<file path="config.mk">
export PLATFORM = sky130hd
export DESIGN_NAME = led_pwm_scheduler
export DESIGN_NICKNAME = d
export VERILOG_FILES = /design/src/rtl/led_pwm_scheduler.sv
export SDC_FILE = /design/constraint.sdc
export NUM_CORES = 1
export LEC_CHECK = 0
export CAP_MARGIN = 20
export CELL_PAD_IN_SITES_DETAIL_PLACEMENT = 1
export CELL_PAD_IN_SITES_GLOBAL_PLACEMENT = 1
export CORE_UTILIZATION = 50
export CTS_BUF_LIST = sky130_fd_sc_hd__clkbuf_4
export DETAILED_ROUTE_END_ITERATION = 6
export GPL_TIMING_DRIVEN = 0
export MAX_ROUTING_LAYER = met4
export PLACE_DENSITY_LB_ADDON = 0.25
export RECOVER_POWER = 100
export SYNTH_ARGS = -nofsm -noshare
export SYNTH_HDL_FRONTEND = slang
export SYNTH_SLANG_ARGS = --single-unit
</file>
<file path="constraint.sdc">
create_clock -name clk -period 15.5 [get_ports clk]
set_clock_uncertainty 0.1 [all_clocks]
set_input_delay 4.65 -clock clk [delete_from_list [all_inputs] [get_ports clk]]
set_output_delay 4.65 -clock clk [all_outputs]
set_load 0.03 [all_outputs]
</file>
<file path="src/rtl/led_pwm_scheduler.sv">
// Two-requester round-robin duty writer feeding a double-buffered PWM LED bank.
// Define LED_PWM_SCHEDULER_FADE_EN to make shadow duties auto-fade once per frame.
module led_pwm_scheduler #(
    parameter int PRESCALE = 255,
    parameter int NUM_LEDS = 11
) (
    input  logic                clk,
    input  logic                rst,
    input  logic                a_valid,
    output logic                a_ready,
    input  logic [3:0]          a_idx,
    input  logic [7:0]          a_duty,
    input  logic                b_valid,
    output logic                b_ready,
    input  logic [3:0]          b_idx,
    input  logic [7:0]          b_duty,
    output logic [NUM_LEDS-1:0] ledc,
    output logic                frame,
    output logic [7:0]          drop_cnt
);

    localparam int PW = (PRESCALE > 0) ? $clog2(PRESCALE + 1) : 1;
    localparam logic [PW-1:0] PMAX = PW'(PRESCALE);
    localparam logic [4:0] NL = 5'(NUM_LEDS);

    logic [PW-1:0] presc;
    logic [PW-1:0] presc_nxt;
    logic [7:0]    pwm_cnt;
    logic [7:0]    pwm_nxt;
    logic          tick;
    logic          wrap;
    logic          last_b;
    logic          xfer;
    logic          w_ok;
    logic [3:0]    w_idx;
    logic [7:0]    w_duty;
    logic [7:0]    shadow [NUM_LEDS];
    logic [7:0]    active [NUM_LEDS];

    assign tick      = (presc == PMAX);
    assign wrap      = tick && (pwm_cnt == 8'hFF);
    assign presc_nxt = tick ? '0 : presc + PW'(1);
    assign pwm_nxt   = tick ? pwm_cnt + 8'd1 : pwm_cnt;

    // Requester not granted last wins a tie; last_b resets to B so A goes first.
    assign a_ready = !rst && a_valid && (!b_valid || last_b);
    assign b_ready = !rst && b_valid && (!a_valid || !last_b);

    assign xfer   = a_ready || b_ready;
    assign w_idx  = a_ready ? a_idx : b_idx;
    assign w_duty = a_ready ? a_duty : b_duty;
    assign w_ok   = ({1'b0, w_idx} < NL);

    always_ff @(posedge clk) begin
        if (rst) begin
            presc    <= '0;
            pwm_cnt  <= '0;
            frame    <= 1'b0;
            last_b   <= 1'b1;
            drop_cnt <= '0;
        end else begin
            presc   <= presc_nxt;
            pwm_cnt <= pwm_nxt;
            // Registered look-ahead: high during the cycle whose end wraps pwm_cnt.
            frame   <= (presc_nxt == PMAX) && (pwm_nxt == 8'hFF);
            if (a_ready) begin
                last_b <= 1'b0;
            end else if (b_ready) begin
                last_b <= 1'b1;
            end
            if (xfer && !w_ok && (drop_cnt != 8'hFF)) begin
                drop_cnt <= drop_cnt + 8'd1;
            end
        end
    end

    always_ff @(posedge clk) begin
        for (int i = 0; i < NUM_LEDS; i++) begin
            if (rst) begin
                shadow[i] <= '0;
                active[i] <= '0;
                ledc[i]   <= 1'b0;
            end else begin
                ledc[i] <= (pwm_cnt < active[i]);
                if (wrap) begin
                    active[i] <= shadow[i];
                end
                if (xfer && w_ok && (w_idx == 4'(i))) begin
                    shadow[i] <= w_duty;
                end
`ifdef LED_PWM_SCHEDULER_FADE_EN
                else if (wrap && (shadow[i] != 8'd0)) begin
                    shadow[i] <= shadow[i] - 8'd1;
                end
`endif
            end
        end
    end

endmodule

</file>
==> flow_metrics.py <==
# Auto-generated metrics
metrics = {
    "status": {
        "status": "complete, but fails checks",
        "violations": "capacitance limit, slew limit",
    },
    "die": {
        "fp_util_pct": 51.6,
        "dieArea_sq_um": 20900,
        "nWellTaps": 265,
        "die_w_um": 145,
        "fp-row-count": 51,
        "core_area_sq_um": 19700,
        "die_h_um": 145,
    },
    "route": {
        "dr_wl_met3_um": 1400,
        "dr.first_iter.drc_count": 345,
        "drt-met1-wl_um": 10600,
        "dr.pass1.iters": 5,
        "wire_per_inst_um": 20.4,
        "antenna_left": 0,
        "wl_met2_um": 13700,
        "via_per_inst": 5.46,
        "post-route-drc-count": 0,
        "top_layer_used": "met4",
    },
    "yosys": {
        "ys_sh_aoi_pct": 6.51,
        "common_cells": "edfxtp_1 (176), nor2_1 (108), and2_1 (92), inv_1 (83), ha_1 (81)",
        "flop_cell": "edfxtp_1",
        "yosys_cells": 869,
        "xor_area_share_pct": 1.03,
        "ys_types": 53,
        "topCellsByArea": "edfxtp_1 (52%), ha_1 (10%), dfxtp_1 (7.3%), and2_1 (5.7%), nor2_1 (4.0%)",
        "top_area_share_pct": 52.0,
        "synth.most_common_cell": "edfxtp_1",
        "mux_area_share_pct": 1.40,
        "yosys_area_sq_um": 10200,
        "synth.avg_cell_area_sq_um": 11.7,
        "mappedNetlistArea_sq_um": 10200,
        "synthCells": 869,
        "topCombFamilyByArea": "simple AND/OR/NAND/NOR gates",
        "synthAdderAreaFrac_pct": 9.97,
        "ys_async_sr_fraction_pct": 0,
        "ys.warnings.count": 0,
        "seq_area_frac_synth_pct": 59.3,
        "fp_nets": 978,
        "ys_ff": 213,
        "edf_count": 176,
        "simple_gate_share_pct": 17.2,
        "largest_area_cell": "edfxtp_1",
    },
    "grt": {
        "grt_pass1_vias": 7494,
        "antenna_found_initial": 1,
        "grt-ovfl-total": 0,
        "grt_pass1_wl_um": 40600,
        "grt_max_degree": 22,
    },
    "finish": {
        "diodes": 1,
        "combGateArea_sq_um": 3630,
        "syn_to_final_growth_pct": 15.2,
        "final-nonclk-buf-share_pct": 5.34,
        "combAreaFraction_pct": 31.0,
        "nNonClkBuffers": 86,
        "nNetsFinal": 1088,
        "seq_cells": 213,
        "n_clock_buffer": 94,
        "clkCellAreaFrac_pct": 6.64,
        "dominant_cells": "registers",
        "comb_cells": 537,
        "inverters_excl_clock": 85,
        "fill_cells": 2080,
        "top_regs": "active (88), shadow (88), ledc (11)",
        "drive_gt1_share_pct": 10.3,
    },
    "power": {
        "power_density_nw_per_um2": 107,
        "total_power_mw": 1.25,
        "internal_power_mw": 0.955,
        "p_sw_mw": 0.296,
        "combinationalPower_mw": 0.0785,
        "power_frac_seq_pct": 51.8,
        "top_power_group": "registers",
        "clkPwrFrac_pct": 41.9,
        "power.share.switching_pct": 23.7,
        "p_comb_share_pct": 6.3,
        "p_leak_nw": 4.80,
        "peakVddDrop_v": 0.0000605,
        "pg_clk_mw": 0.525,
    },
    "cts": {
        "ctsResizeCount": 0,
        "cts_tree": "built",
        "cts_hold_buf": 0,
        "cts_root_buffer": "clkbuf_4",
        "htree_num_levels": 2,
        "clk_latency_ns": 0.68,
        "clk_path_buf_depth": 3,
        "clock-sinks": 213,
        "cts.clk_slew.worst_paths_ns": 0.07,
        "cts_setup_buffers": 0,
        "cts_buffers": 56,
    },
    "sta": {
        "min_period_over_period_pct": 74.4,
        "tightest_slew_ns": 1.92,
        "max_freq_mhz": 86.7,
        "finalHoldViolCount": 0,
        "fin_ws_ns": 3.97,
        "setup_viol": 0,
        "hold_ws_ns": 0.391,
        "rsz0062_at_grt": "no",
        "max-slew-margin-rel_pct": -29.1,
        "post-route-min-period_ns": 11.53,
        "drv_slew": 22,
        "fin_tns_setup_ns": 0,
    },
    "run": {
        "warning_count": 28,
        "drv_cap": 3,
    },
    "critical_path": {
        "cp_cell_sequence": "dlygate4sd3_1 -> a21boi_0 -> and2_1 -> clkdlybuf4s50_1",
        "crit_buf_inv": 2,
        "required_ns": 10.75,
        "worst-path-max-fanout": 4,
        "startpoint_type": "input port",
        "slowest_delay_ns": 0.69,
        "crit_family": "buffers and inverters",
        "cp-end-kind": "output pin",
        "critPathSlowestCell": "clkdlybuf4s50_1",
        "crit_start": "b_valid",
        "regToRegSetupSlack_ns": 10.01,
        "worstSetupPathType": "input port to output pin",
        "reg2reg_from": "pwm_cnt[1]",
        "arrival_ns": 6.78,
    },
    "placement": {
        "gp_congestion": 0.777,
        "dpl.hpwl_um": 17300,
        "dp_slack_ns": 4.16,
    },
    "min_path": {
        "hold_class": "register to register",
        "hp-start": "shadow[1][1]",
    },
}
-- metrics by stage --
step,instance area (sq um),std cells
after floorplan,10200,869
after global placement,11000,1182
after detailed placement,11100,1186
after CTS,11800,1291
after global routing,11700,1292
final,11700,1292
-- path summary, 6_finish.rpt --
path / to / cells past startpoint
worst min-delay path: active[2][1] / 1
worst max-delay path: b_ready / 4
worst max register to register: active[5][7] / 5
worst min register to register: active[2][1] / 1
-- placed cells by master (no fill, tap or decap), types with 36 or more instances in the layout --
master    netlist  layout
edfxtp_1      176     176
nor2_1        108     108
clkbuf_4        0      94
inv_1          83      84
ha_1           81      81
and2_0          0      64
nand2_1        43      43
dfxtp_1        37      37
clkbuf_1       21      36
-- layer usage --
layer,vias up,GRT usage (%)
met5,-,-
li1,3305,-
met3,53,5.56
met4,0,9.36
met2,214,47.5
met1,3479,31.9
### Routing congestion

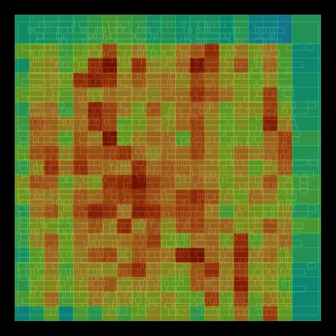
GR Util met2: 47.5%
Tot GR Track Use: 27.5%
GRT Max-Usage Layer: met2
met3 global-route usage: 5.56%

### Nets reached from selected ports

Scale bar: 50 um.
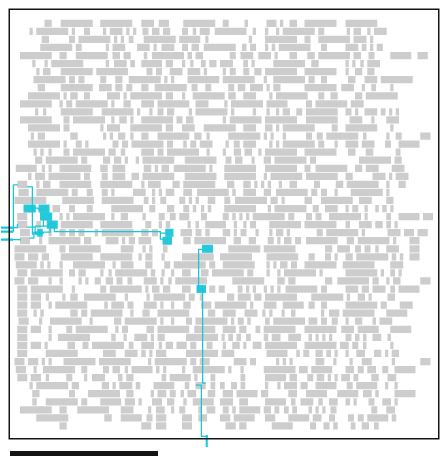
a_idx -> cyan  # direction input, end cells 9, buffers 4, wire 194 um
Port-buffer cells: 48
io pins: 50

### Sequential cells grouped by signal name

Scale bar: 50 um.
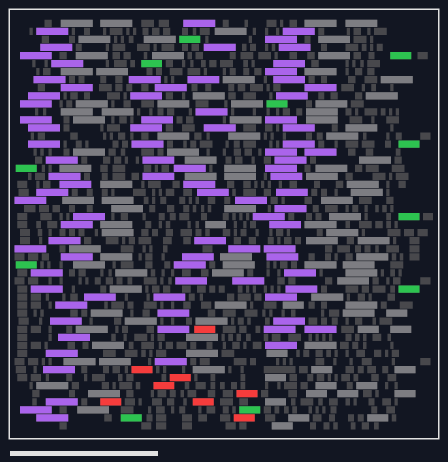
drop_cnt -> red  # flops 8, where bottom centre
shadow -> purple  # flops 88
ledc -> green  # flops 11, where widely spread
total area of sequential cells: 6030 sq um
sequential share of cell area: 51.4%
Seq group: 0.647 mW
final core area utilization: 59.4%

### M1 wires

Scale bar: 50 um. Supply wires on this layer in grey. Cells faint in the background.
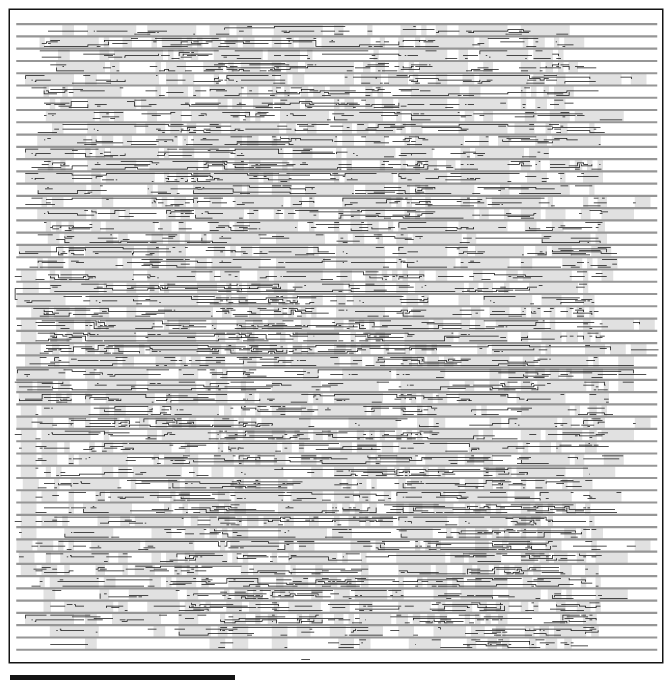
nets with wire on the layer = 1041
longest straight run = 69.9 um
wire length on this layer = 10600 um
number of vias in the routed layout: 7051
WL final: 26300 um
GRT met1 Usage: 31.9%

Power figures rest on the tool's default switching activity, not on a simulated workload.
